## config.mk

```make
export PLATFORM = sky130hd
export DESIGN_NAME = mips_run_controller
export DESIGN_NICKNAME = d
export VERILOG_FILES = /design/src/rtl/mips_run_controller.sv
export SDC_FILE = /design/constraint.sdc
export NUM_CORES = 1
export LEC_CHECK = 0
export CAP_MARGIN = 0
export CELL_PAD_IN_SITES_DETAIL_PLACEMENT = 0
export CELL_PAD_IN_SITES_GLOBAL_PLACEMENT = 1
export CORE_ASPECT_RATIO = 0.6
export CORE_MARGIN = 8
export CORE_UTILIZATION = 45
export DETAILED_ROUTE_END_ITERATION = 10
export PLACE_DENSITY = 0.92
export REMOVE_ABC_BUFFERS = 1
export SYNTH_ARGS = -nofsm -noshare
export SYNTH_HDL_FRONTEND = slang
export SYNTH_SLANG_ARGS = --single-unit
```

## constraint.sdc

```tcl
create_clock -name i_clk -period 6.58 [get_ports i_clk]
set_input_delay 1.316 -clock i_clk [delete_from_list [all_inputs] [get_ports i_clk]]
set_output_delay 1.316 -clock i_clk [all_outputs]
set_load 0.01 [all_outputs]
```

## src/rtl/mips_run_controller.sv

```systemverilog
// Drives the mips core's active-high reset through repeated hold/run phases.
// While the core runs, it tracks the maximum PC, the last PC and PC stalls.
module mips_run_controller #(
    parameter int PC_WIDTH    = 16,
    parameter int HOLD_CYCLES = 99,
    parameter int RUN_CYCLES  = 100,
    parameter int ITERATIONS  = 2,
    parameter int STALL_LIMIT = 16
) (
    input  logic                i_clk,
    input  logic                i_rst_n,
    input  logic                i_start,
    input  logic                i_abort,
    input  logic                i_continuous,
    input  logic [PC_WIDTH-1:0] i_pc,
    output logic                o_cpu_reset,
    output logic                o_busy,
    output logic                o_done,
    output logic                o_stall,
    output logic [7:0]          o_run_count,
    output logic [PC_WIDTH-1:0] o_last_pc,
    output logic [PC_WIDTH-1:0] o_max_pc
);
    localparam int PHASE_MAX = (HOLD_CYCLES > RUN_CYCLES) ? HOLD_CYCLES : RUN_CYCLES;
    localparam int CW = (PHASE_MAX > 1) ? $clog2(PHASE_MAX) : 1;
    localparam int IW = $clog2(ITERATIONS + 1);
    localparam int SW = $clog2(STALL_LIMIT + 1);

    typedef enum logic [1:0] {S_IDLE, S_HOLD, S_RUN, S_DONE} state_t;

    state_t              r_state;
    state_t              w_state_next;
    logic [CW-1:0]       r_phase_cnt;
    logic [IW-1:0]       r_iter;
    logic [SW-1:0]       r_stall_cnt;
    logic [PC_WIDTH-1:0] r_prev_pc;
    logic                r_first_run;
    logic                r_cpu_reset;
    logic                r_busy;
    logic                r_done;
    logic                r_stall;
    logic [7:0]          r_run_count;
    logic [PC_WIDTH-1:0] r_last_pc;
    logic [PC_WIDTH-1:0] r_max_pc;

    logic                w_stall_hit;
    logic                w_run_last;
    logic [IW-1:0]       w_iter_inc;
    logic                w_launch;
    logic                w_enter_hold;
    logic                w_enter_run;

    // The first RUN cycle only primes the previous-PC register, so it never counts as a repeat.
    assign w_stall_hit = (r_state == S_RUN) && !r_first_run && (i_pc == r_prev_pc) &&
                         (r_stall_cnt == SW'(STALL_LIMIT - 1));
    assign w_run_last  = (r_state == S_RUN) && ((r_phase_cnt == '0) || w_stall_hit);
    // Saturates so continuous mode cannot wrap the iteration count.
    assign w_iter_inc  = (r_iter == IW'(ITERATIONS)) ? r_iter : r_iter + IW'(1);
    assign w_launch    = !i_abort && i_start && ((r_state == S_IDLE) || (r_state == S_DONE));
    assign w_enter_hold = (w_state_next == S_HOLD) && (r_state != S_HOLD);
    assign w_enter_run  = (w_state_next == S_RUN) && (r_state != S_RUN);

    always_comb begin
        w_state_next = r_state;
        if (i_abort) begin
            w_state_next = S_IDLE;
        end else begin
            case (r_state)
                S_IDLE, S_DONE: if (i_start) w_state_next = S_HOLD;
                S_HOLD:         if (r_phase_cnt == '0) w_state_next = S_RUN;
                S_RUN: begin
                    if (w_run_last)
                        w_state_next = (i_continuous || (w_iter_inc < IW'(ITERATIONS))) ? S_HOLD : S_DONE;
                end
                default:        w_state_next = S_IDLE;
            endcase
        end
    end

    always_ff @(posedge i_clk or negedge i_rst_n) begin
        if (!i_rst_n) begin
            r_state     <= S_IDLE;
            r_cpu_reset <= 1'b1;
            r_busy      <= 1'b0;
            r_done      <= 1'b0;
            r_stall     <= 1'b0;
            r_run_count <= '0;
            r_last_pc   <= '0;
            r_max_pc    <= '0;
            r_phase_cnt <= '0;
            r_iter      <= '0;
            r_stall_cnt <= '0;
            r_prev_pc   <= '0;
            r_first_run <= 1'b0;
        end else begin
            r_state     <= w_state_next;
            r_cpu_reset <= (w_state_next != S_RUN);
            r_busy      <= (w_state_next == S_HOLD) || (w_state_next == S_RUN);
            r_done      <= (w_state_next == S_DONE);
            r_first_run <= w_enter_run;

            if (w_enter_hold)
                r_phase_cnt <= CW'(HOLD_CYCLES - 1);
            else if (w_enter_run)
                r_phase_cnt <= CW'(RUN_CYCLES - 1);
            else if (r_phase_cnt != '0)
                r_phase_cnt <= r_phase_cnt - CW'(1);

            if (w_launch) begin
                r_stall     <= 1'b0;
                r_run_count <= '0;
                r_last_pc   <= '0;
                r_max_pc    <= '0;
                r_iter      <= '0;
                r_stall_cnt <= '0;
            end else if ((r_state == S_RUN) && !i_abort) begin
                r_prev_pc <= i_pc;
                if (i_pc > r_max_pc)
                    r_max_pc <= i_pc;
                if (r_first_run || (i_pc != r_prev_pc))
                    r_stall_cnt <= '0;
                else
                    r_stall_cnt <= r_stall_cnt + SW'(1);
                if (w_stall_hit)
                    r_stall <= 1'b1;
                if (w_run_last) begin
                    r_last_pc <= i_pc;
                    r_iter    <= w_iter_inc;
                    if (r_run_count != 8'hFF)
                        r_run_count <= r_run_count + 8'd1;
                end
            end
        end
    end

    assign o_cpu_reset = r_cpu_reset;
    assign o_busy      = r_busy;
    assign o_done      = r_done;
    assign o_stall     = r_stall;
    assign o_run_count = r_run_count;
    assign o_last_pc   = r_last_pc;
    assign o_max_pc    = r_max_pc;
endmodule
```

Figure 1. Metal 2.
Drawn at 2 px/um.
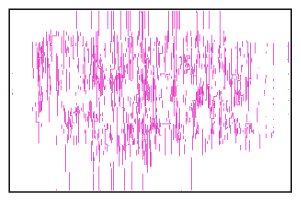
- nets with wire on the layer: 453
- wire length on this layer: 4,240 um
- main direction: vertical
- share of all routed wire: 43%
met2 GRT Util: 23.2%
Detailed Route WL: 9820 um

Figure 2. Floorplan with the power grid.
Drawn at 3 px/um. Pins as bars on the die edge. Tap cells in grey.
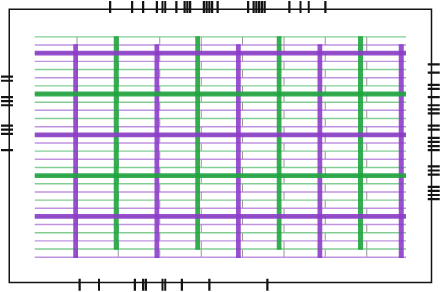
- purple: VSS
- green: VDD
- signal pins: 65
- met4 straps: 9
- tap cells: 116
- met5 straps: 5

==> job_summary.md <==
### Flow metrics

| Metric | Value |
|---|---|
| Status | completed |
| Netlist Area Pre-Place | 4170 um2 |
| HPWL Detailed | 7170 um |
| Worst-margin pin slew | 1.13 ns |
| Signal buf overhead | 12.3% |
| GR met3 Demand/Resource | 4.85% |
| Launch point of the worst path | i_pc[6] |
| Logic share of the area | 39.7% |
| Top non-seq family | simple AND/OR/NAND/NOR gates |
| Die ar. | 12,700 um2 |
| Post-CTS sizing | 0 |
| Vias per inst | 5.42 |
| Synth top cell by count | dfrtp_1 |
| Post-CTS Setup Bufs | 0 |
| Max-cap violation count | 0 |
| WP data arrival | 4.49 ns |
| Synth-to-Final Area Change | 24.3% |
| Hold EP | r_stall_cnt[4]$_DFFE_PN0N_ |
| Initial antenna violation count | 0 |
| Logic area | 2060 um2 |
| Power Density | 257 nW/um2 |
| RSZ-0062 raised after global routing | false |
| Worst-path clk slew | 0.06 ns |
| Ys flop type | dfrtp_1 |
| Fp_density | 45.9% |
| Top cells, area | dfrtp_1 (46%), mux2i_1 (8.6%), ha_1 (8.4%), nand2_1 (6.3%), mux2_2 (4.3%) |
| Final cell area excluding filler cells | 5180 um2 |
| Buffers & Inverters on Critical Path | 2 |
| First-pass GRT wire length | 16,300 um |
| Clock network power | 0.499 mW |
| Mi-comb count | 289 |
| Synth Instances | 410 |
| GP Congestion | 0.812 |
| Peak supply drop | 152 uV |
| Clk pwr share | 37.5% |
| Max incr delay on CP | 0.48 ns |
| Total power | 1.33 mW |
| CTS tree | done |
| Num tapcells | 116 |
| # clock sinks | 77 |
| Total GRT Usage | 16.1% |
| Tool warnings | 30 |
| Core footprint | 9090 um2 |
| Grt ovf | 0 |
| Mux area share | 13.0% |
| CP endpoint | r_phase_cnt[6]$_DFFE_PN0P_ |
| Post-synth seq share | 46.2% |
| Slew Limit Headroom | 24.7% |
| RR Endpoint | r_phase_cnt[6]$_DFFE_PN0P_ |
| Routed WL per cell | 16.6 um |
| Nonclk inv count | 30 |
| CLK BUF | 10 |
| P_leak | 2.37 nW |
Figure 3. Signal wires by layer.
Drawn at 3 px/um.
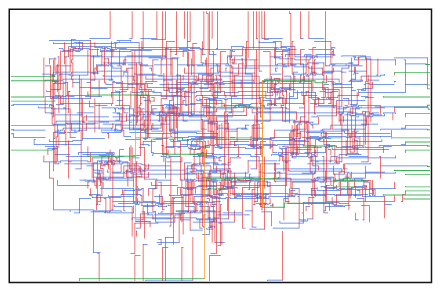
- orange: M4 (wire length 129 um)
- red: M2 (wire length 4,240 um)
- blue: M1 (wire length 4,880 um)
- green: M3 (wire length 571 um)

Power figures rest on the tool's default switching activity, not on a simulated workload.
